[src/rtl/pll_drp_ctrl.sv]
// Runtime CLKOUTn divide reconfiguration for a PLLE2_ADV through its DRP port.
// Holds the PLL in reset, read-modify-writes the two CLKOUTn registers, then waits for lock.
module pll_drp_ctrl #(
  parameter int DRDY_TIMEOUT = 64,
  parameter int LOCK_TIMEOUT = 65536,
  parameter int RST_HOLD     = 8
) (
  input  logic        IO_CLK,
  input  logic        IO_RST,
  input  logic        req_valid,
  output logic        req_ready,
  input  logic [2:0]  req_out_sel,
  input  logic [7:0]  req_divide,
  output logic        busy,
  output logic        done,
  output logic [1:0]  err,
  output logic [6:0]  drp_daddr,
  output logic        drp_den,
  output logic        drp_dwe,
  output logic [15:0] drp_di,
  input  logic [15:0] drp_do,
  input  logic        drp_drdy,
  output logic        pll_rst,
  input  logic        pll_locked,
  output logic        locked_ok
);

  localparam int MAX_A = (LOCK_TIMEOUT > DRDY_TIMEOUT) ? LOCK_TIMEOUT : DRDY_TIMEOUT;
  localparam int MAX_T = (MAX_A > RST_HOLD) ? MAX_A : RST_HOLD;
  localparam int CW    = $clog2(MAX_T + 1);

  // state     | meaning
  // IDLE      | ready for a request
  // CHECK     | validate latched arguments
  // HOLD      | PLL held in reset before DRP traffic
  // RDx/WRx   | one-cycle DRP access strobe
  // WT_x      | waiting for drp_drdy (timeout guarded)
  // RELEASE   | PLL reset dropped
  // WAIT_LOCK | waiting for synchronised LOCKED
  // FIN       | done pulse, err valid
  typedef enum logic [3:0] {
    S_IDLE, S_CHECK, S_HOLD,
    S_RD1, S_WT_RD1, S_WR1, S_WT_WR1,
    S_RD2, S_WT_RD2, S_WR2, S_WT_WR2,
    S_RELEASE, S_WAIT_LOCK, S_FIN
  } state_t;

  state_t          r_state;
  logic [CW-1:0]   r_cnt;
  logic [1:0]      r_ign;
  logic [2:0]      r_sel;
  logic [7:0]      r_div;
  logic [1:0]      r_err_pend;
  logic            r_ready;
  logic            r_busy;
  logic            r_done;
  logic [1:0]      r_err;
  logic [6:0]      r_daddr;
  logic            r_den;
  logic            r_dwe;
  logic [15:0]     r_di;
  logic            r_pll_rst;
  logic            r_lk1;
  logic            r_lk2;
  logic            r_locked_ok;

  logic            w_accept;
  logic            w_bad;
  logic            w_tc;
  logic            w_nocount;
  logic [5:0]      w_high;
  logic [5:0]      w_low;
  logic [6:0]      w_addr1;
  logic [6:0]      w_addr2;
  logic [15:0]     w_reg1_new;
  logic [15:0]     w_reg2_new;

  assign w_accept  = req_valid & r_ready;
  assign w_bad     = (r_sel > 3'd5) | (r_div == 8'd0) | (r_div > 8'd128);
  assign w_tc      = (r_cnt == '0);
  assign w_nocount = (r_div == 8'd1);

  // 6-bit fields wrap 64 to 0, so the arithmetic is done modulo 64 directly
  assign w_high     = r_div[6:1];
  assign w_low      = r_div[5:0] - r_div[6:1];
  assign w_addr1    = 7'h08 + {3'b000, r_sel, 1'b0};
  assign w_addr2    = w_addr1 | 7'h01;
  assign w_reg1_new = (drp_do & 16'hF000) | {4'h0, w_high, w_low};
  assign w_reg2_new = (drp_do & 16'hFF3F) | {8'h00, r_div[0], w_nocount, 6'b000000};

  always_ff @(posedge IO_CLK or posedge IO_RST) begin
    if (IO_RST) begin
      r_state     <= S_IDLE;
      r_cnt       <= '0;
      r_ign       <= 2'd0;
      r_sel       <= 3'd0;
      r_div       <= 8'd0;
      r_err_pend  <= 2'd0;
      r_ready     <= 1'b1;
      r_busy      <= 1'b0;
      r_done      <= 1'b0;
      r_err       <= 2'd0;
      r_daddr     <= 7'd0;
      r_den       <= 1'b0;
      r_dwe       <= 1'b0;
      r_di        <= 16'd0;
      r_pll_rst   <= 1'b0;
      r_lk1       <= 1'b0;
      r_lk2       <= 1'b0;
      r_locked_ok <= 1'b0;
    end else begin
      r_lk1       <= pll_locked;
      r_lk2       <= r_lk1;
      r_locked_ok <= r_lk2 & ~r_busy & ~w_accept;

      case (r_state)
        S_IDLE: begin
          if (w_accept) begin
            r_sel      <= req_out_sel;
            r_div      <= req_divide;
            r_ready    <= 1'b0;
            r_busy     <= 1'b1;
            r_err      <= 2'd0;
            r_err_pend <= 2'd0;
            r_state    <= S_CHECK;
          end
        end

        S_CHECK: begin
          if (w_bad) begin
            r_done  <= 1'b1;
            r_err   <= 2'd1;
            r_state <= S_FIN;
          end else begin
            r_pll_rst <= 1'b1;
            r_cnt     <= CW'(RST_HOLD - 1);
            r_state   <= S_HOLD;
          end
        end

        S_HOLD: begin
          if (w_tc) begin
            r_daddr <= w_addr1;
            r_den   <= 1'b1;
            r_state <= S_RD1;
          end else begin
            r_cnt <= r_cnt - CW'(1);
          end
        end

        S_RD1, S_WR1, S_RD2, S_WR2: begin
          r_den <= 1'b0;
          r_dwe <= 1'b0;
          r_cnt <= CW'(DRDY_TIMEOUT - 1);
          case (r_state)
            S_RD1:   r_state <= S_WT_RD1;
            S_WR1:   r_state <= S_WT_WR1;
            S_RD2:   r_state <= S_WT_RD2;
            default: r_state <= S_WT_WR2;
          endcase
        end

        S_WT_RD1, S_WT_WR1, S_WT_RD2, S_WT_WR2: begin
          if (drp_drdy) begin
            case (r_state)
              S_WT_RD1: begin
                r_di    <= w_reg1_new;
                r_den   <= 1'b1;
                r_dwe   <= 1'b1;
                r_state <= S_WR1;
              end
              S_WT_WR1: begin
                r_daddr <= w_addr2;
                r_den   <= 1'b1;
                r_state <= S_RD2;
              end
              S_WT_RD2: begin
                r_di    <= w_reg2_new;
                r_den   <= 1'b1;
                r_dwe   <= 1'b1;
                r_state <= S_WR2;
              end
              default: begin
                r_pll_rst <= 1'b0;
                r_state   <= S_RELEASE;
              end
            endcase
          end else if (w_tc) begin
            // abandon the DRP sequence but still let the PLL try to relock
            r_err_pend <= 2'd2;
            r_pll_rst  <= 1'b0;
            r_state    <= S_RELEASE;
          end else begin
            r_cnt <= r_cnt - CW'(1);
          end
        end

        S_RELEASE: begin
          r_cnt   <= CW'(LOCK_TIMEOUT - 1);
          r_ign   <= 2'd2;
          r_state <= S_WAIT_LOCK;
        end

        S_WAIT_LOCK: begin
          if (r_ign == 2'd0 && r_lk2) begin
            r_done  <= 1'b1;
            r_err   <= r_err_pend;
            r_state <= S_FIN;
          end else if (w_tc) begin
            r_done  <= 1'b1;
            r_err   <= (r_err_pend != 2'd0) ? r_err_pend : 2'd3;
            r_state <= S_FIN;
          end else begin
            r_cnt <= r_cnt - CW'(1);
            if (r_ign != 2'd0) r_ign <= r_ign - 2'd1;
          end
        end

        S_FIN: begin
          r_done  <= 1'b0;
          r_busy  <= 1'b0;
          r_ready <= 1'b1;
          r_state <= S_IDLE;
        end

        default: begin
          r_state <= S_IDLE;
        end
      endcase
    end
  end

  assign req_ready = r_ready;
  assign busy      = r_busy;
  assign done      = r_done;
  assign err       = r_err;
  assign drp_daddr = r_daddr;
  assign drp_den   = r_den;
  assign drp_dwe   = r_dwe;
  assign drp_di    = r_di;
  assign pll_rst   = r_pll_rst;
  assign locked_ok = r_locked_ok;

endmodule
[config.mk]
export PLATFORM = sky130hd
export DESIGN_NAME = pll_drp_ctrl
export DESIGN_NICKNAME = d
export VERILOG_FILES = /design/src/rtl/pll_drp_ctrl.sv
export SDC_FILE = /design/constraint.sdc
export NUM_CORES = 1
export LEC_CHECK = 0
export CAP_MARGIN = 20
export CORE_MARGIN = 2
export CORE_UTILIZATION = 40
export DETAILED_ROUTE_END_ITERATION = 10
export PLACE_DENSITY = 0.67
export SKIP_LAST_GASP = 1
export SYNTH_ARGS = -nofsm -noshare
export SYNTH_HDL_FRONTEND = slang
export SYNTH_SLANG_ARGS = --single-unit
[constraint.sdc]
create_clock -name IO_CLK -period 2.2 [get_ports IO_CLK]
set_input_delay 0.55 -clock IO_CLK [delete_from_list [all_inputs] [get_ports IO_CLK]]
set_output_delay 0.55 -clock IO_CLK [all_outputs]
set_load 0.005 [all_outputs]
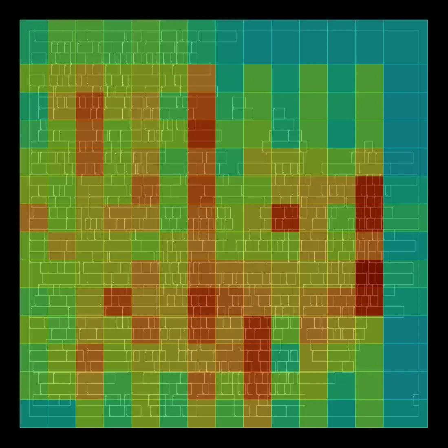
congestion_map.png
GR Layer Usage met1: 26.6%
Most Crowded Layer GR: met2
met2 GRT Util: 32.6%
GRT Resource Usage Total: 20.3%

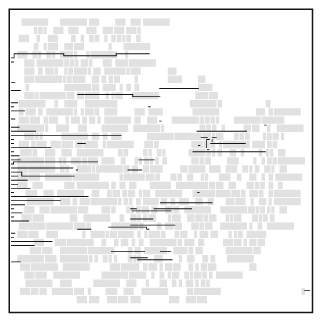
m3.png
(3 px per um) Cells faint in the background.
longest straight run: 36.6 um
nets with wire on the layer: 58
wire length on this layer: 534 um
main direction: horizontal
final WL: 9590 um
routing usage on met3: 5.13%
via count: 3423

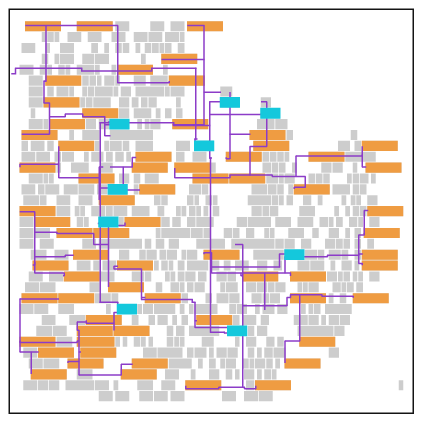
clock_wires.png
(4 px per um)
[cyan] clock-net drivers | count: 9
[purple] clock wires | length: 1010 um
[orange] flip-flops | count: 67
routed clock nets: 10
Latency at later pin: 0.37 ns
clock power share: 17.2%
Clock Skew: 0.0242 ns
Clk. pwr: 1.30 mW

==> flow_summary.json <==
{
  "timing.final.ws_setup_ns": 0.0329,
  "nonClockBufferCount": 113,
  "maxPowerGroup": "combinational cells",
  "critPathBufInv": 2,
  "row_count": 35,
  "diodes": 0,
  "num-clock-buffers": 9,
  "sw_frac_of_total_pct": 39.6,
  "grt_remaining_overflow": 0,
  "h-tree-depth": 3,
  "period_needed_ns": 2.17,
  "crit_path_top_delay_cell": "or3_4",
  "hpwl_um": 6730,
  "hold_violations": 0,
  "nFlopsAndLatches": 67,
  "syn_to_final_growth_pct": 38.2,
  "yosysSeqAreaShare_pct": 44.9,
  "ys.flops": 67,
  "drv_cap": 0,
  "cts_buffers": 9,
  "slew_headroom_pct": 65.8,
  "cts_setup_buffers": 1,
  "hold_class": "reg -> reg",
  "seqPwrFrac_pct": 27.2,
  "warnings": 33,
  "max_freq_mhz": 461,
  "yosys_warnings": 0,
  "ys_top_logic_family": "AND-OR/OR-AND gates",
  "final_area_sq_um": 5160,
  "fin_crit_sh_pct": 98.5,
  "synth-edff-count": 0,
  "comb_power_mw": 4.19,
  "placed_cells": 614,
  "ys_sh_xor_pct": 1.41,
  "path_class": "reg -> reg",
  "status": "complete, no violations",
  "clock_area_share_pct": 4.80,
  "simple_gate_area_share_pct": 17.3,
  "gp_congestion": 0.864,
  "buf_share_pct": 20.3,
  "yosysUniqueCellTypes": 59,
  "fp_util_pct": 40.8,
  "largest_area_cell": "dfrtp_1",
  "crit_family": "simple AND/OR/NAND/NOR gates",
  "drc": 0,
  "cts_resized": 4,
  "drt-vias-per-instance": 5.38,
  "leakagePower_nw": 2.29,
  "antenna_found_initial": 0,
  "async_flop_share_pct": 100,
  "top_layer_used": "met4",
  "top_cells_by_count": "dfrtp_1 (66), o21ai_0 (54), nor2_1 (46)",
  "met3WireLength_um": 533,
  "drive_above_1_share_pct": 21.0,
  "setup_viol": 0,
  "wl_met1_um": 4230,
  "largest_cell_class": "logic gates",
  "first_pass_iters": 4,
  "logic_area_sq_um": 1970,
  "whs_ns": 0.363,
  "inverters": 20,
  "synthAdderAreaFrac_pct": 4.22,
  "cts.sinks": 67,
  "cp.arrival_ns": 2.42,
  "finalNonFillerCells": 636,
  "ios": 64,
  "comb_power_share_pct": 55.5,
  "most_common_cell": "dfrtp_1",
  "core_area_sq_um": 9150,
  "dr_wl_met2_um": 4690,
  "setup_tns_ns": 0,
  "slew_violations": 0,
  "cp.required_ns": 2.45,
  "ys_area_sq_um": 3730,
  "grt_max_degree": 47,
  "p_per_area_nw_per_um2": 1460,
  "die_h_um": 101,
  "cp_max_fo": 6,
  "rsz0062_at_grt": "yes",
  "place_area_sq_um": 4770,
  "preCtsSetupSlack_ns": -0.152,
  "flop_cell": "dfrtp_1",
  "path_cells": "inv_2 > ha_4 > nor3b_4 > nand4_1 > or3_4 > o211ai_4 > buf_6 > nor3_2 > a21o_2",
  "taps": 111,
  "synth_area_sq_um": 3730,
  "die-area_sq_um": 10100,
  "portBuffers": 59,
  "final_layout_top_logic_cells": "dfrtp_1 (66), clkdlybuf4s50_1 (59), buf_4 (47)",
  "power_mw": 7.54,
  "critPathLaunchType": "flip-flop",
  "ant_nets": 0,
  "crit_path_end_kind": "flip-flop",
  "cts_tree": "done",
  "yosys_cells": 420,
  "clk_pin_slew_ns": 0.10,
  "fp.dieW_um": 101,
  "power.switching_mw": 2.99,
  "hold_buffers": 0,
  "first_global_vias": 3456,
  "ys_sh_aoi_pct": 20.6,
  "layout.cells.most_common": "dfrtp_1"
}
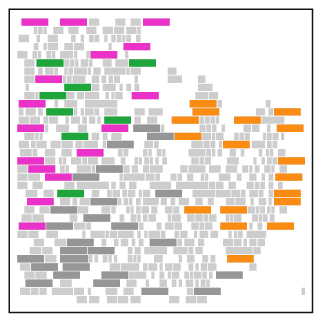
ff_map.png
(3 px per um) Other sequential cells in the stronger grey, the rest of the logic in the fainter grey.
| colour | signal | placed flops |
|---|---|---|
| magenta | `drp_di` | 16 |
| green | `r_div` | 8 |
| orange | `r_cnt` | 17 |
not coloured: 26
sequential power: 2.05 mW
Flop area: 1680 sq um
sequential cell area share: 32.5%
fin util: 56.4%

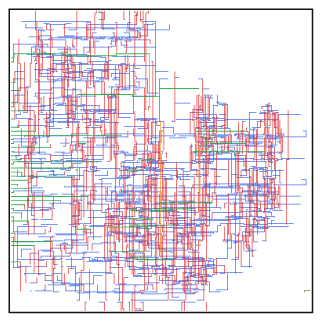
layers.png
(3 px per um)
| colour | layer | wire length |
|---|---|---|
| green | M3 | 534 um |
| blue | M1 | 4230 um |
| red | M2 | 4690 um |
| orange | M4 | 135 um |
WL per Instance: 15.1 um

==> state kept, by name, summed over array words and instances, names as in the netlist, 2 cells and up <==
signal and count:
r_sel 3, r_cnt 17, r_ign 2, drp_di 16, r_state 4, r_div 8
drp_daddr 5, err 2
==> final timing paths <==
kind	start	endpoint	slack (ns)	cells after the start
min in group asynchronous	IO_RST	err[0]$_DFFE_PP0P_	0.59	3
max	r_cnt[0]$_DFFE_PP0P_	r_cnt[2]$_DFFE_PP0P_	0.03	9
min reg2reg	r_lk1$_DFF_PP0_	r_lk2$_DFF_PP0_	0.36	0
max in group asynchronous	IO_RST	req_ready$_DFFE_PP1P_	1.30	3
max reg2reg	r_cnt[0]$_DFFE_PP0P_	r_cnt[2]$_DFFE_PP0P_	0.03	9
min	r_lk1$_DFF_PP0_	r_lk2$_DFF_PP0_	0.36	0
Power figures rest on the tool's default switching activity, not on a simulated workload.
